### Metal 3, run 1

(3 px per um) Cells faint in the background.
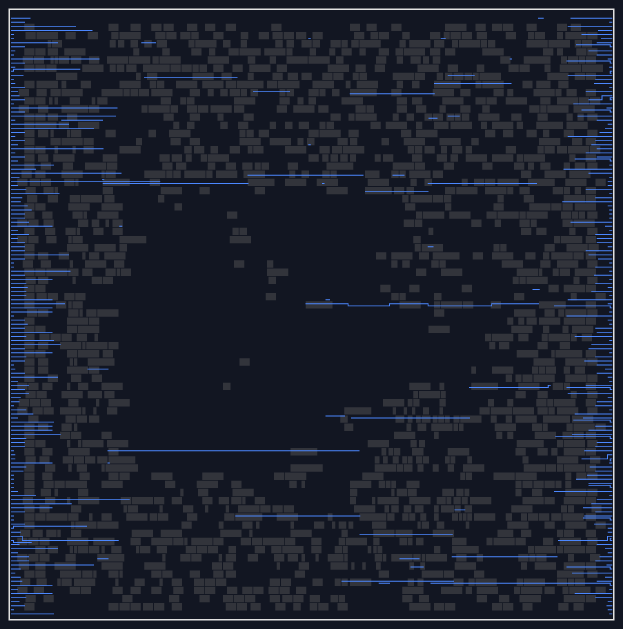
### Met2 routing, run 1

(2 px per um)
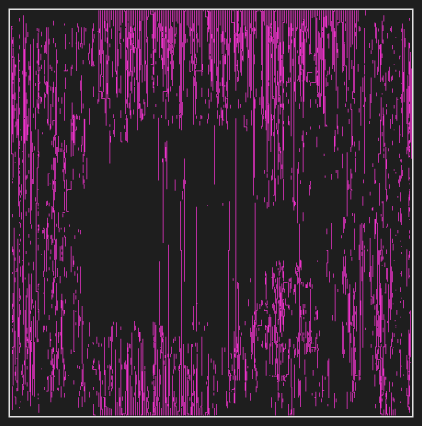
### Metal 4, run 1

(2 px per um) Supply wires on this layer in grey. Cells faint in the background.
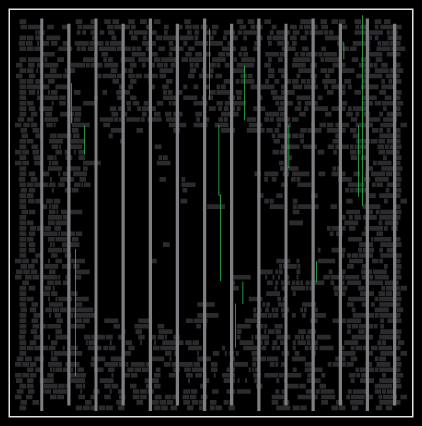
**config.mk**
```make
export PLATFORM = sky130hd
export DESIGN_NAME = mem_arbiter_flat
export DESIGN_NICKNAME = d
export VERILOG_FILES = /design/src/rtl/mem_arbiter_if.sv /design/src/rtl/mem_arbiter.sv /design/src/flat_wrapper.sv
export SDC_FILE = /design/constraint.sdc
export NUM_CORES = 1
export LEC_CHECK = 0
export ABC_AREA = 0
export CAP_MARGIN = 20
export CORE_AREA = 2 2 199 201
export DETAILED_ROUTE_END_ITERATION = 10
export DIE_AREA = 0 0 201 203
export PLACE_DENSITY = 0.54
export SYNTH_ARGS = -nofsm -noshare
export SYNTH_HDL_FRONTEND = slang
export SYNTH_SLANG_ARGS = --single-unit
```
**constraint.sdc**
```tcl
create_clock -name clk -period 5.4 [get_ports clk]
set_clock_uncertainty 0.2 [all_clocks]
set_input_delay 0.81 -clock clk [delete_from_list [all_inputs] [get_ports clk]]
set_output_delay 0.81 -clock clk [all_outputs]
set_load 0.02 [all_outputs]
```
**src/rtl/mem_arbiter_if.sv**
```systemverilog
// mem_arbiter_if: pipeline-side and bus-side signals of the fetch/data memory arbiter
//   slave  : arbiter view (takes IF/MEM requests and bus responses, drives ready/data and the bus request)
//   master : environment view (pipeline stages and memory bus)
interface mem_arbiter_if;
    logic        if_req_valid;
    logic [63:0] if_addr;
    logic        flush_if;
    logic        if_ready;
    logic [31:0] if_inst;
    logic        if_err;
    logic        mem_req_valid;
    logic        mem_rw;
    logic [63:0] mem_addr;
    logic [63:0] mem_wdata;
    logic [7:0]  mem_wmask;
    logic        mem_ready;
    logic [63:0] mem_rdata;
    logic        mem_err;
    logic        bus_valid;
    logic        bus_rw;
    logic [63:0] bus_addr;
    logic [63:0] bus_wdata;
    logic [7:0]  bus_wmask;
    logic        bus_accept;
    logic        bus_resp_valid;
    logic [63:0] bus_rdata;
    logic        stall_req;

    modport slave (
        input  if_req_valid, if_addr, flush_if, mem_req_valid, mem_rw, mem_addr, mem_wdata, mem_wmask,
               bus_accept, bus_resp_valid, bus_rdata,
        output if_ready, if_inst, if_err, mem_ready, mem_rdata, mem_err,
               bus_valid, bus_rw, bus_addr, bus_wdata, bus_wmask, stall_req
    );

    modport master (
        output if_req_valid, if_addr, flush_if, mem_req_valid, mem_rw, mem_addr, mem_wdata, mem_wmask,
               bus_accept, bus_resp_valid, bus_rdata,
        input  if_ready, if_inst, if_err, mem_ready, mem_rdata, mem_err,
               bus_valid, bus_rw, bus_addr, bus_wdata, bus_wmask, stall_req
    );
endinterface

```
**src/rtl/mem_arbiter.sv**
```systemverilog
// mem_arbiter: single-port memory arbiter for IF and MEM stages, MEM has priority
//   clk : clock, rising edge
//   rst : synchronous reset, active low
//   a   : mem_arbiter_if.slave (requests, ready/data responses, bus request/response, stall_req)
//   BUS_TIMEOUT : cycles waited for a bus response before completing with error
module mem_arbiter #(
    parameter int BUS_TIMEOUT = 255
) (
    input logic         clk,
    input logic         rst,
    mem_arbiter_if.slave a
);
    typedef enum logic [1:0] {IDLE, REQ, WAIT, DONE} state_t;

    state_t      state_q, state_d;
    logic [15:0] cnt_q, cnt_d;
    logic        own_mem_q, own_mem_d;
    logic        drop_q, drop_d;
    logic        bus_valid_q, bus_valid_d;
    logic        bus_rw_q, bus_rw_d;
    logic [63:0] bus_addr_q, bus_addr_d;
    logic [63:0] bus_wdata_q, bus_wdata_d;
    logic [7:0]  bus_wmask_q, bus_wmask_d;
    logic        if_ready_q, if_ready_d;
    logic [31:0] if_inst_q, if_inst_d;
    logic        if_err_q, if_err_d;
    logic        mem_ready_q, mem_ready_d;
    logic [63:0] mem_rdata_q, mem_rdata_d;
    logic        mem_err_q, mem_err_d;
    logic        done;
    logic [63:0] rsp_data;

    always_comb begin
        state_d     = state_q;
        cnt_d       = cnt_q;
        own_mem_d   = own_mem_q;
        // a redirect while a fetch is in flight discards its result
        drop_d      = drop_q | (~own_mem_q & a.flush_if & (state_q != IDLE));
        bus_valid_d = bus_valid_q;
        bus_rw_d    = bus_rw_q;
        bus_addr_d  = bus_addr_q;
        bus_wdata_d = bus_wdata_q;
        bus_wmask_d = bus_wmask_q;
        case (state_q)
            IDLE: if (a.mem_req_valid | (a.if_req_valid & ~a.flush_if)) begin
                state_d     = REQ;
                own_mem_d   = a.mem_req_valid;
                drop_d      = 1'b0;
                bus_valid_d = 1'b1;
                bus_rw_d    = a.mem_req_valid & a.mem_rw;
                bus_addr_d  = a.mem_req_valid ? a.mem_addr : a.if_addr;
                bus_wdata_d = a.mem_req_valid ? a.mem_wdata : '0;
                bus_wmask_d = a.mem_req_valid ? a.mem_wmask : '0;
            end
            REQ: if (a.bus_accept) begin
                state_d     = WAIT;
                cnt_d       = '0;
                bus_valid_d = 1'b0;
            end
            WAIT: if (a.bus_resp_valid | (cnt_q == 16'(BUS_TIMEOUT)))
                state_d = DONE;
            else
                cnt_d = cnt_q + 16'd1;
            default: state_d = IDLE;
        endcase
        // ready/data are registered on entry to DONE so they appear exactly in the DONE cycle
        done        = (state_q == WAIT) & (state_d == DONE);
        rsp_data    = a.bus_resp_valid ? a.bus_rdata : '0;
        mem_ready_d = done & own_mem_q;
        mem_rdata_d = (mem_ready_d & ~bus_rw_q) ? rsp_data : '0;
        mem_err_d   = mem_ready_d & ~a.bus_resp_valid;
        if_ready_d  = done & ~own_mem_q & ~drop_d;
        if_inst_d   = if_ready_d ? rsp_data[31:0] : '0;
        if_err_d    = if_ready_d & ~a.bus_resp_valid;
    end

    always_ff @(posedge clk) begin
        if (!rst) begin
            state_q     <= IDLE;
            cnt_q       <= '0;
            own_mem_q   <= 1'b0;
            drop_q      <= 1'b0;
            bus_valid_q <= 1'b0;
            bus_rw_q    <= 1'b0;
            bus_addr_q  <= '0;
            bus_wdata_q <= '0;
            bus_wmask_q <= '0;
            if_ready_q  <= 1'b0;
            if_inst_q   <= '0;
            if_err_q    <= 1'b0;
            mem_ready_q <= 1'b0;
            mem_rdata_q <= '0;
            mem_err_q   <= 1'b0;
        end else begin
            state_q     <= state_d;
            cnt_q       <= cnt_d;
            own_mem_q   <= own_mem_d;
            drop_q      <= drop_d;
            bus_valid_q <= bus_valid_d;
            bus_rw_q    <= bus_rw_d;
            bus_addr_q  <= bus_addr_d;
            bus_wdata_q <= bus_wdata_d;
            bus_wmask_q <= bus_wmask_d;
            if_ready_q  <= if_ready_d;
            if_inst_q   <= if_inst_d;
            if_err_q    <= if_err_d;
            mem_ready_q <= mem_ready_d;
            mem_rdata_q <= mem_rdata_d;
            mem_err_q   <= mem_err_d;
        end
    end

    assign a.bus_valid = bus_valid_q;
    assign a.bus_rw    = bus_rw_q;
    assign a.bus_addr  = bus_addr_q;
    assign a.bus_wdata = bus_wdata_q;
    assign a.bus_wmask = bus_wmask_q;
    assign a.if_ready  = if_ready_q;
    assign a.if_inst   = if_inst_q;
    assign a.if_err    = if_err_q;
    assign a.mem_ready = mem_ready_q;
    assign a.mem_rdata = mem_rdata_q;
    assign a.mem_err   = mem_err_q;
    assign a.stall_req = rst & ((a.mem_req_valid & ~mem_ready_q) | (a.if_req_valid & ~if_ready_q & ~a.flush_if));
endmodule
```
**src/flat_wrapper.sv**
```systemverilog
// flat-port wrapper written by rule: the top's interface ports become plain ports
module mem_arbiter_flat 
#(
    parameter int BUS_TIMEOUT = 255
)
  (clk, rst, a_if_req_valid, a_if_addr, a_flush_if, a_mem_req_valid, a_mem_rw, a_mem_addr, a_mem_wdata, a_mem_wmask, a_bus_accept, a_bus_resp_valid, a_bus_rdata, a_if_ready, a_if_inst, a_if_err, a_mem_ready, a_mem_rdata, a_mem_err, a_bus_valid, a_bus_rw, a_bus_addr, a_bus_wdata, a_bus_wmask, a_stall_req);
  mem_arbiter_if a_i ();
  input logic clk;
  input logic rst;
  input wire logic [$bits(a_i.if_req_valid)-1:0] a_if_req_valid;
  input wire logic [$bits(a_i.if_addr)-1:0] a_if_addr;
  input wire logic [$bits(a_i.flush_if)-1:0] a_flush_if;
  input wire logic [$bits(a_i.mem_req_valid)-1:0] a_mem_req_valid;
  input wire logic [$bits(a_i.mem_rw)-1:0] a_mem_rw;
  input wire logic [$bits(a_i.mem_addr)-1:0] a_mem_addr;
  input wire logic [$bits(a_i.mem_wdata)-1:0] a_mem_wdata;
  input wire logic [$bits(a_i.mem_wmask)-1:0] a_mem_wmask;
  input wire logic [$bits(a_i.bus_accept)-1:0] a_bus_accept;
  input wire logic [$bits(a_i.bus_resp_valid)-1:0] a_bus_resp_valid;
  input wire logic [$bits(a_i.bus_rdata)-1:0] a_bus_rdata;
  output wire logic [$bits(a_i.if_ready)-1:0] a_if_ready;
  output wire logic [$bits(a_i.if_inst)-1:0] a_if_inst;
  output wire logic [$bits(a_i.if_err)-1:0] a_if_err;
  output wire logic [$bits(a_i.mem_ready)-1:0] a_mem_ready;
  output wire logic [$bits(a_i.mem_rdata)-1:0] a_mem_rdata;
  output wire logic [$bits(a_i.mem_err)-1:0] a_mem_err;
  output wire logic [$bits(a_i.bus_valid)-1:0] a_bus_valid;
  output wire logic [$bits(a_i.bus_rw)-1:0] a_bus_rw;
  output wire logic [$bits(a_i.bus_addr)-1:0] a_bus_addr;
  output wire logic [$bits(a_i.bus_wdata)-1:0] a_bus_wdata;
  output wire logic [$bits(a_i.bus_wmask)-1:0] a_bus_wmask;
  output wire logic [$bits(a_i.stall_req)-1:0] a_stall_req;
  assign a_i.if_req_valid = a_if_req_valid;
  assign a_i.if_addr = a_if_addr;
  assign a_i.flush_if = a_flush_if;
  assign a_i.mem_req_valid = a_mem_req_valid;
  assign a_i.mem_rw = a_mem_rw;
  assign a_i.mem_addr = a_mem_addr;
  assign a_i.mem_wdata = a_mem_wdata;
  assign a_i.mem_wmask = a_mem_wmask;
  assign a_i.bus_accept = a_bus_accept;
  assign a_i.bus_resp_valid = a_bus_resp_valid;
  assign a_i.bus_rdata = a_bus_rdata;
  assign a_if_ready = a_i.if_ready;
  assign a_if_inst = a_i.if_inst;
  assign a_if_err = a_i.if_err;
  assign a_mem_ready = a_i.mem_ready;
  assign a_mem_rdata = a_i.mem_rdata;
  assign a_mem_err = a_i.mem_err;
  assign a_bus_valid = a_i.bus_valid;
  assign a_bus_rw = a_i.bus_rw;
  assign a_bus_addr = a_i.bus_addr;
  assign a_bus_wdata = a_i.bus_wdata;
  assign a_bus_wmask = a_i.bus_wmask;
  assign a_stall_req = a_i.stall_req;
  mem_arbiter #(.BUS_TIMEOUT(BUS_TIMEOUT)) u_core (.clk(clk), .rst(rst), .a(a_i));
endmodule
```
==> qor.tcl, run 1 <==
set qor(path_common_cell) {clkdlybuf4s50_1}
set qor(synth_top_flop_cell) {dfxtp_1}
set qor(number_of_flip_flops_and_latches_in_the_synthesized_netlist) 258
set qor(finish.cell_count_without_fillers) 1900
set qor(via_count) 8130
set qor(clock.fmax_ghz) 0.283
set qor(worst-path-buf-inv) 2
set qor(h-tree-depth) 1
set qor(chipWidth_um) 201
set qor(maximum_capacitance_violations) 0
set qor(ir_drop_mv) 0.159
set qor(launching_point_of_the_worst_reg2reg_path) {u_core.state_q[0]}
set qor(net-switching-power_mw) 1.33
set qor(dp_hpwl_um) 24700
set qor(die_area_sq_um) 40800
set qor(ff_latch_area_sq_um) 5160
set qor(detailedRoute.firstIterationViolations) 369
set qor(timing.critical_path.max_delay_family) {buffers and inverters}
set qor(route.detailed.vias_per_inst) 4.28
set qor(taps) 518
set qor(ys_seq_share) 0.554
set qor(synthToLayoutAreaGrowth_pct) 69.7
set qor(crit_path_max_incr_delay_ns) 0.63
set qor(core_area_sq_um) 38500
set qor(combGateArea_sq_um) 3860
set qor(drive_gt1_frac) 0.0486
set qor(pwr.group.clock_mw) 1.96
set qor(run_status) {complete, no violations}
set qor(grt_setup_unrepaired) {no}
set qor(terminus_of_the_critical_flop_to_flop_path) {u_core.a.bus_wmask[1]}
set qor(floorplan.nets) 1151
set qor(clock.latency.late_pin_ns) 0.56
set qor(grt_pass1_vias) 8035
set qor(hold_crit_depth) 2
set qor(numPlacedInstances) 1847
set qor(path_class) {in -> out}
set qor(comb_area_frac) 0.244
set qor(initial_antenna_violation_count) 3
set qor(inverters_excl_clock) 3
set qor(cp_data_arrival_time_ns) 2.52
set qor(cp.required_ns) 4.39
set qor(synth_area_sq_um) 9320
set qor(post-cts-setup-buffers) 0
set qor(warnings) 26
set qor(cts.clk_slew.worst_paths_ns) 0.06
set qor(tritoncts) {done}
set qor(layout.cells.largest_class) {non-clock buffers}
set qor(seq_cell_power_mw) 2.09
set qor(hold_path_class) {reg -> reg}
set qor(num_io_pins) 511
set qor(post_synth_num_cell_types) 43
set qor(synth-edff-count) 0
set qor(cts_num_sinks) 258
set qor(path_depth) 5
set qor(hold_end) {u_core.a.bus_valid}
set qor(area_fraction_in_compound_gates) 0.153
set qor(drt_pre_antenna_iters) 4
set qor(final_hold_viol_count) 0
set qor(grt_overflow_total) 0
set qor(post_cts_hold_buffer_count) 0
set qor(cp_slowest_cell) {clkdlybuf4s50_1}
set qor(totalWireLength_um) 33000
set qor(netlist_instances) 878
set qor(buffers) 519
set qor(die_h_um) 203
set qor(remaining_drc_errors) 0
set qor(worst_setup_path_start_kind) {primary input}
set qor(finalSetupViolations) 0
set qor(p_int_mw) 3.70
set qor(syn_avg_cell_area_sq_um) 10.6
set qor(timing.critical_path.fanout_max) 4
set qor(antenna_violating_nets_left) 0
set qor(totalNegativeSetupSlack_ns) 0
set qor(n_clock_buffer) 39
set qor(first_pass_grt_wire_length_um) 49300
set qor(grt_start_max_net_pins) 82
set qor(category_of_the_worst_setup_path_capture_point) {output port}
set qor(cts_resized) 0
set qor(core.rowCount) 72
set qor(ys_async_sr_fraction) 0
set qor(post-route-period-util) 0.655
set qor(yosys.area_share.xor_xnor) 0.000940
set qor(comb_power_share) 0.194
set qor(cellLeakagePower_nw) 6.52
set qor(sequential_share_of_cell_area) 0.327
set qor(final_net_count) 1633
-- 'Metal 3' (at the start) --
nets with wire on the layer: 309
longest straight run: 83.7 um
wire length on this layer: 2870 um
main direction: horizontal

-- 'Met2 routing' (at the start) --
longest straight run: 155 um
nets with wire on the layer: 1376

-- 'Metal 4' (at the start) --
longest straight run: 95.2 um
nets with wire on the layer: 5
main direction: vertical
wire length on this layer: 441 um

-- run 1: metrics by stage --
step | setup WS (ns) | area [sq um] | power [mW] | hold slack, ns | util
detailed placement | 1.87 | 14900 | 3.12 | 0.265 | 0.386
finish | 1.87 | 15800 | 5.03 | 0.273 | 0.411
CTS | 1.85 | 15800 | 5.12 | 0.277 | 0.411
floorplan | 2.58 | 9320 | 2.58 | 0.258 | -
global placement | 1.86 | 14800 | 3.12 | 0.262 | 0.386
global route | 1.69 | 15800 | 5.27 | 0.302 | 0.411
-- run 1: worst max path at each step --
stage / slack [ns] / endpoint
after global placement: 1.86 / a_stall_req
after detailed placement: 1.87 / a_stall_req
after global routing: 1.69 / a_stall_req
after floorplan: 2.58 / a_stall_req
after CTS: 1.85 / a_stall_req
final: 1.87 / a_stall_req
-- run 1: layer usage --
metal | up-vias | part of all wire | global-route usage
li1 | 4025 | - | -
met1 | 3713 | 0.41 | 0.182
met2 | 358 | 0.49 | 0.271
met3 | 32 | 0.087 | 0.0504
met4 | 2 | 0.013 | 0.0415
met5 | - | 0.00039 | 0
-- run 1: cells by family after synthesis --
kind of cell,count (synthesis)
AND-OR/OR-AND,178
multiplexers,64
XOR/XNOR,1
flip-flops,258
AND/OR/NAND/NOR,305
buffers and inverters,71
adder cells (fa/ha/maj),1
-- run 1: Yosys cell counts (all sizes together) (6+ instances only) --
library cell	count	area share
dfxtp	258	0.55
and2	99	0.066
nor2b	77	0.052
nand2	74	0.030
a22oi	73	0.059
mux2i	64	0.069
o211a	64	0.069
buf	36	0.019
clkbuf	32	0.014
a21oi	15	0.0081
o21ai	15	0.0081
or3	8	0.0054
nand3	7	0.0038
nand2b	6	0.0040
nor2	6	0.0024
--- run 2 (diff from run 1) ---
Settings changed: PLACE_DENSITY 0.54 to 0.56.
Clock period 5.4 ns to 2.8 ns, I/O delays scaled along.
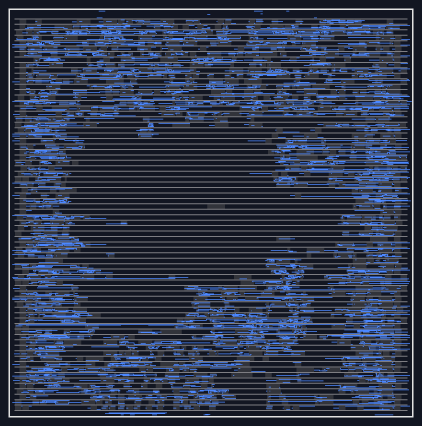
*The metal 1 layer, run 2*
(2 px per um) Supply wires on this layer in grey. Cells faint in the background.
share of all routed wire: 40%
nets with wire on the layer: 1438
main direction: horizontal
longest straight run: 82.3 um

==> run 2 against run 1 <==
Effect of this change:
- first-iteration DRC count fell by 7.3%
- routed wire length down 0.84%
- hold slack worse by 0.11 ns
- utilization is 0.61 points higher
- cell area rose by 1.5%
- non-clock buffer count rose by 8
- register-to-register slack lost 2.1 ns
- worst setup slack worse by 1.7 ns
- area after synthesis stayed put
- die area did not move
- sequential power is 93% higher
- via count increased by 0.25%
- largest power group unchanged
==> qor.tcl, run 2 <==
set qor(run_status) {complete, no violations}
set qor(final_hold_viol_count) 0
set qor(comb_power_share) 0.194
set qor(num_io_pins) 511
set qor(warnings) 28
set qor(buffers) 527
set qor(net-switching-power_mw) 2.58
set qor(synth_top_flop_cell) {dfxtp_1}
set qor(tritoncts) {done}
set qor(netlist_instances) 878
set qor(die_area_sq_um) 40800
set qor(number_of_flip_flops_and_latches_in_the_synthesized_netlist) 258
set qor(syn_avg_cell_area_sq_um) 10.6
set qor(yosys.stat.chipArea_sq_um) 9320
set qor(timing.critical_path.fanout_max) 2
set qor(synth_top_area_share) 0.554
set qor(yosysMostFrequentCell) {dfxtp_1}
set qor(power.share.switching) 0.260
set qor(yosys.area_share.xor_xnor) 0.000940
set qor(taps) 518
set qor(sequential_share_of_cell_area) 0.322
set qor(antenna_violating_nets_left) 0
set qor(cp.required_ns) 2.18
set qor(ff_latch_area_sq_um) 5160
set qor(hold_path_class) {in -> reg}
set qor(route.detailed.vias_per_inst) 4.27
set qor(core.rowCount) 72
set qor(detailedRoute.firstIterationViolations) 342
set qor(totalNegativeSetupSlack_ns) 0
set qor(h-tree-depth) 1
set qor(category_of_the_worst_setup_path_capture_point) {output port}
set qor(core_area_sq_um) 38500
set qor(post-route-period-util) 0.956
set qor(grt_setup_unrepaired) {no}
set qor(grt_pass1_vias) 8178
set qor(path_common_cell) {clkdlybuf4s50_1}
set qor(cp_data_arrival_time_ns) 2.06
set qor(cellLeakagePower_nw) 6.63
set qor(synth.area.top_cells) {dfxtp_1 55%, mux2i_1 6.9%, o211a_1 6.9%}
set qor(clock.fmax_ghz) 0.374
set qor(pwr.group.clock_mw) 3.99
set qor(cts_num_sinks) 258
set qor(crit_path_max_incr_delay_ns) 0.66
set qor(floorplan.initialDensity) 0.242
set qor(via_count) 8150
set qor(worst_setup_path_start_kind) {primary input}
set qor(seq_cell_power_mw) 4.04
set qor(top_area_cell) {dfxtp_1}
set qor(ir_drop_mv) 0.318
set qor(synth-edff-count) 0
set qor(detail_route.wl_per_cell_um) 17.1
set qor(post_synth_num_cell_types) 43
set qor(area_fraction_in_compound_gates) 0.153
set qor(synthToLayoutAreaGrowth_pct) 72.3
set qor(drive_gt1_frac) 0.0554
set qor(p_int_mw) 7.37
set qor(finalSetupViolations) 0
set qor(grt_overflow_total) 0
set qor(die_h_um) 203
set qor(finish.cell_count_without_fillers) 1910
set qor(inverters_excl_clock) 3
set qor(numPlacedInstances) 1854
set qor(ys_async_sr_fraction) 0
set qor(post-cts-setup-buffers) 0
set qor(cp_slowest_cell) {clkdlybuf4s50_1}
set qor(p_total_mw) 9.95
set qor(worst-slew-pin-transition_ns) 0.720
set qor(synth.cells.most_frequent) {258 x dfxtp_1, 99 x and2_1, 77 x nor2b_1}
set qor(path_class) {in -> out}
set qor(grt_start_max_net_pins) 143
set qor(comb_area_frac) 0.241
set qor(cts.clk_slew.worst_paths_ns) 0.06
set qor(remaining_drc_errors) 0
set qor(drt_pre_antenna_iters) 7
set qor(synth_area_sq_um) 9320
set qor(chipWidth_um) 201
set qor(dp_hpwl_um) 24600
set qor(first_pass_grt_wire_length_um) 48800
set qor(combGateArea_sq_um) 3860
set qor(n_clock_buffer) 42
set qor(totalWireLength_um) 32700
set qor(floorplan.nets) 1151
set qor(layout.cells.largest_class) {non-clock buffers}
set qor(setup.reg_to_reg.worst_slack_ns) 0.85
[run 2: cell types whose count changed in the layout (fill, tap and decap cells not counted), sizes merged]
cell and change:
clkinv -2, bufinv +1, dlygate4sd3 +1, diode -1, clkbuf +3, clkinvlp +1, clkdlybuf4s50 -1, dlygate4sd2 +1
buf +7
[run 2: worst paths after layout]
kind / start / to / cells after the start
worst max-delay path: a_flush_if / a_stall_req / 5
worst min-delay path: a_mem_req_valid / u_core.a.bus_addr[14] / 4
worst max register to register: u_core.state_q[0] / u_core.a.bus_wdata[19] / 5
worst min register to register: u_core.cnt_q[15] / u_core.cnt_q[15] / 2
[run 2: worst max-delay path: cells and delay by family]
family | cells | cell delay, ns
buffers and inverters | 2 | 1.20
AOI/OAI and AO/OA | 1 | 0.14
and+or+nand+nor | 2 | 0.29
[run 2: what timing repair did]
item | 4_1_cts | 5_1_grt
resized | 1 | 0
endpoints found under the setup margin | 1 | 0
endpoints found under the hold margin | 1 | 0
hold buffers | 1 | 0
[run 2: routing by layer]
metal | up-vias | track usage | wire (um)
met1 | 3702 | 0.172 | 13100
met4 | 2 | 0.0418 | 661
met5 | - | 0 | 20
met3 | 41 | 0.0523 | 2960
met2 | 365 | 0.272 | 16000
li1 | 4040 | - | -
[run 2: metrics by stage]
stage	setup WS [ns]	util	area (sq um)	hold slack, ns
after detailed placement	-0.0615	0.390	15000	0.277
after global routing	0.0762	0.417	16100	0.162
after floorplan	0.762	-	9320	0.258
final	0.123	0.417	16100	0.161
after global placement	-0.0957	0.390	15000	0.265
after CTS	0.138	0.417	16100	0.131
--- run 3 (diff from run 2) ---
Settings changed: SLEW_MARGIN set to 40.
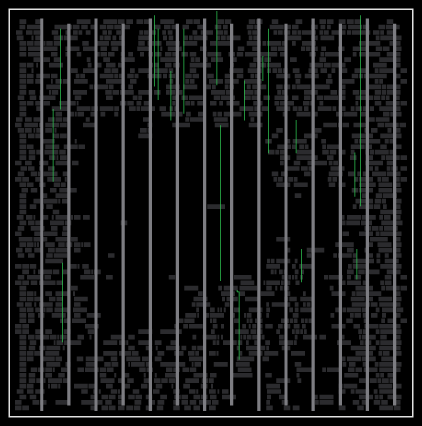
*Metal 4, run 3*
(2 px per um) Supply wires on this layer in grey. Cells faint in the background.
main direction: vertical
nets with wire on the layer: 9
longest straight run: 95.2 um
wire length on this layer: 661 um
share of all routed wire: 2.0%
Via Count: 8150
overall routed net length: 32700 um

==> run 3 against run 2 <==
Effect of this change:
- area after synthesis unchanged
- sequential cell count unchanged
- highest routed layer unchanged
- worst setup slack unchanged
- cell count unchanged
- critical endpoint unchanged
==> qor.tcl, run 3 <==
set qor(max-slew-margin-rel) 0.520
set qor(grt_overflow_total) 0
set qor(path_class) {in -> out}
set qor(timing.critical_path.max_delay_family) {buffers and inverters}
set qor(cts_num_sinks) 258
set qor(post-cts-setup-buffers) 0
set qor(worst-slew-pin-transition_ns) 0.720
set qor(finalSetupViolations) 0
set qor(detail_route.wl_per_cell_um) 17.1
set qor(ys_async_sr_fraction) 0
set qor(die_area_sq_um) 40800
set qor(hold_path_class) {in -> reg}
set qor(net-switching-power_mw) 2.58
set qor(ir_drop_mv) 0.318
set qor(first_pass_grt_wire_length_um) 48800
set qor(synth_top_flop_cell) {dfxtp_1}
set qor(clock.latency.late_pin_ns) 0.55
set qor(cellLeakagePower_nw) 6.63
set qor(clock_path_buffers) 3
set qor(core_area_sq_um) 38500
set qor(num_io_pins) 511
set qor(final_hold_viol_count) 0
set qor(initial_antenna_violation_count) 3
set qor(remaining_drc_errors) 0
set qor(cp.required_ns) 2.18
set qor(post_synth_num_cell_types) 43
set qor(yosys.area_share.xor_xnor) 0.000940
set qor(run_status) {complete, no violations}
set qor(area_fraction_in_compound_gates) 0.153
set qor(top_area_cell) {dfxtp_1}
set qor(p_total_mw) 9.95
set qor(worst_setup_path_start_kind) {primary input}
set qor(chipWidth_um) 201
set qor(dp_hpwl_um) 24600
set qor(cp_data_arrival_time_ns) 2.06
set qor(synthToLayoutAreaGrowth_pct) 72.3
set qor(final_net_count) 1641
set qor(timing.hold.ws_ns) 0.161
set qor(h-tree-depth) 1
set qor(route.detailed.vias_per_inst) 4.27
set qor(pwr.group.clock_mw) 3.99
set qor(timing.critical_path.fanout_max) 2
set qor(warnings) 28
set qor(synth_area_sq_um) 9320
set qor(share_of_cell_area_taken_by_muxes_after_synthesis) 0.0687
set qor(cp_slowest_cell) {clkdlybuf4s50_1}
set qor(worst-path-buf-inv) 2
set qor(cts.clk_slew.worst_paths_ns) 0.06
set qor(netlist_instances) 878
set qor(synth.cells.most_frequent) {258 x dfxtp_1, 99 x and2_1, 77 x nor2b_1}
set qor(io_buffer_count) 510
set qor(synth-edff-count) 0
set qor(power-top-group) {sequential cells}
set qor(drt_pre_antenna_iters) 7
set qor(powerComb_mw) 1.93
set qor(gpl.final_weighted_congestion) 0.790
set qor(number_of_flip_flops_and_latches_in_the_synthesized_netlist) 258
set qor(maximum_capacitance_violations) 0
set qor(synth_top_area_share) 0.554
set qor(ys_seq_share) 0.554
set qor(yosysMostFrequentCell) {dfxtp_1}
set qor(crit_path_max_incr_delay_ns) 0.66
set qor(syn_avg_cell_area_sq_um) 10.6
set qor(yosys.stat.chipArea_sq_um) 9320
set qor(category_of_the_worst_setup_path_capture_point) {output port}
set qor(totalNegativeSetupSlack_ns) 0
set qor(cts_resized) 1
set qor(comb_power_share) 0.194
set qor(layout.cells.most_common) {clkdlybuf4s50_1}
set qor(grt_pass1_vias) 8178
set qor(lay_top_cells) {507 x clkdlybuf4s50_1, 258 x dfxtp_1, 98 x and2_1}
set qor(post-route-period-util) 0.956
set qor(die_h_um) 203
set qor(floorplan.initialDensity) 0.242
set qor(floorplan.nets) 1151
set qor(post_cts_hold_buffer_count) 1
set qor(tritoncts) {done}
set qor(grt_start_max_net_pins) 143
set qor(path_common_cell) {clkdlybuf4s50_1}
set qor(antenna_violating_nets_left) 0
set qor(seq_cell_power_mw) 4.04
set qor(p_int_mw) 7.37
set qor(detailedRoute.firstIterationViolations) 342
set qor(power.share.switching) 0.260
set qor(core.rowCount) 72
set qor(final_max_slew_viol_count) 0
set qor(drive_gt1_frac) 0.0554
set qor(grt_setup_unrepaired) {no}
set qor(clock.fmax_ghz) 0.374
set qor(synth.area.top_cells) {dfxtp_1 55%, mux2i_1 6.9%, o211a_1 6.9%}
run 3: cell families (layout without fill, tap and decap cells):
group | after synthesis | in the layout
buffers and inverters | 71 | 584
muxes | 64 | 64
AOI/OAI and AO/OA | 178 | 178
adders and majority gates | 1 | 1
DFF | 258 | 258
xor gates and xnor gates | 1 | 1
and+or+nand+nor | 305 | 305
other | 0 | 1
run 3: worst paths after layout:
| check | from | end | cells after the start | slack (ns) |
|---|---|---|---|---|
| worst max-delay path | a_flush_if | a_stall_req | 5 | 0.12 |
| worst min-delay path | a_mem_req_valid | u_core.a.bus_addr[14] | 4 | 0.16 |
| worst max register to register | u_core.state_q[0] | u_core.a.bus_wdata[19] | 5 | 0.85 |
| worst min register to register | u_core.cnt_q[15] | u_core.cnt_q[15] | 2 | 0.29 |
run 3: area by class of cell:
cell class	instances	area (sq um)
Sequential cell	258	5160
Tap cell	518	648
Multi-Input combinational cell	549	3860
Timing Repair Buffer	527	5340
Antenna cell	1	2.50
Clock inverter	12	148
Inverter	3	11.3
Fill cell	3741	22400
Clock buffer	42	875
run 3: per-stage QoR:
stage / instances / setup WS [ns] / util / cell area, sq um
CTS: 1909 / 0.138 / 0.417 / 16100
global route: 1910 / 0.0762 / 0.417 / 16100
finish: 1910 / 0.123 / 0.417 / 16100
floorplan: 878 / 0.762 / - / 9320
detailed placement: 1854 / -0.0615 / 0.390 / 15000
global placement: 1854 / -0.0957 / 0.390 / 15000
run 3: metal layers:
metal | wire length, um | track usage | share of wire
met3 | 2960 | 0.0523 | 0.090
met4 | 661 | 0.0418 | 0.020
met5 | 20 | 0 | 0.00061
met1 | 13100 | 0.172 | 0.40
met2 | 16000 | 0.272 | 0.49
Power and IR drop assume default switching activity.
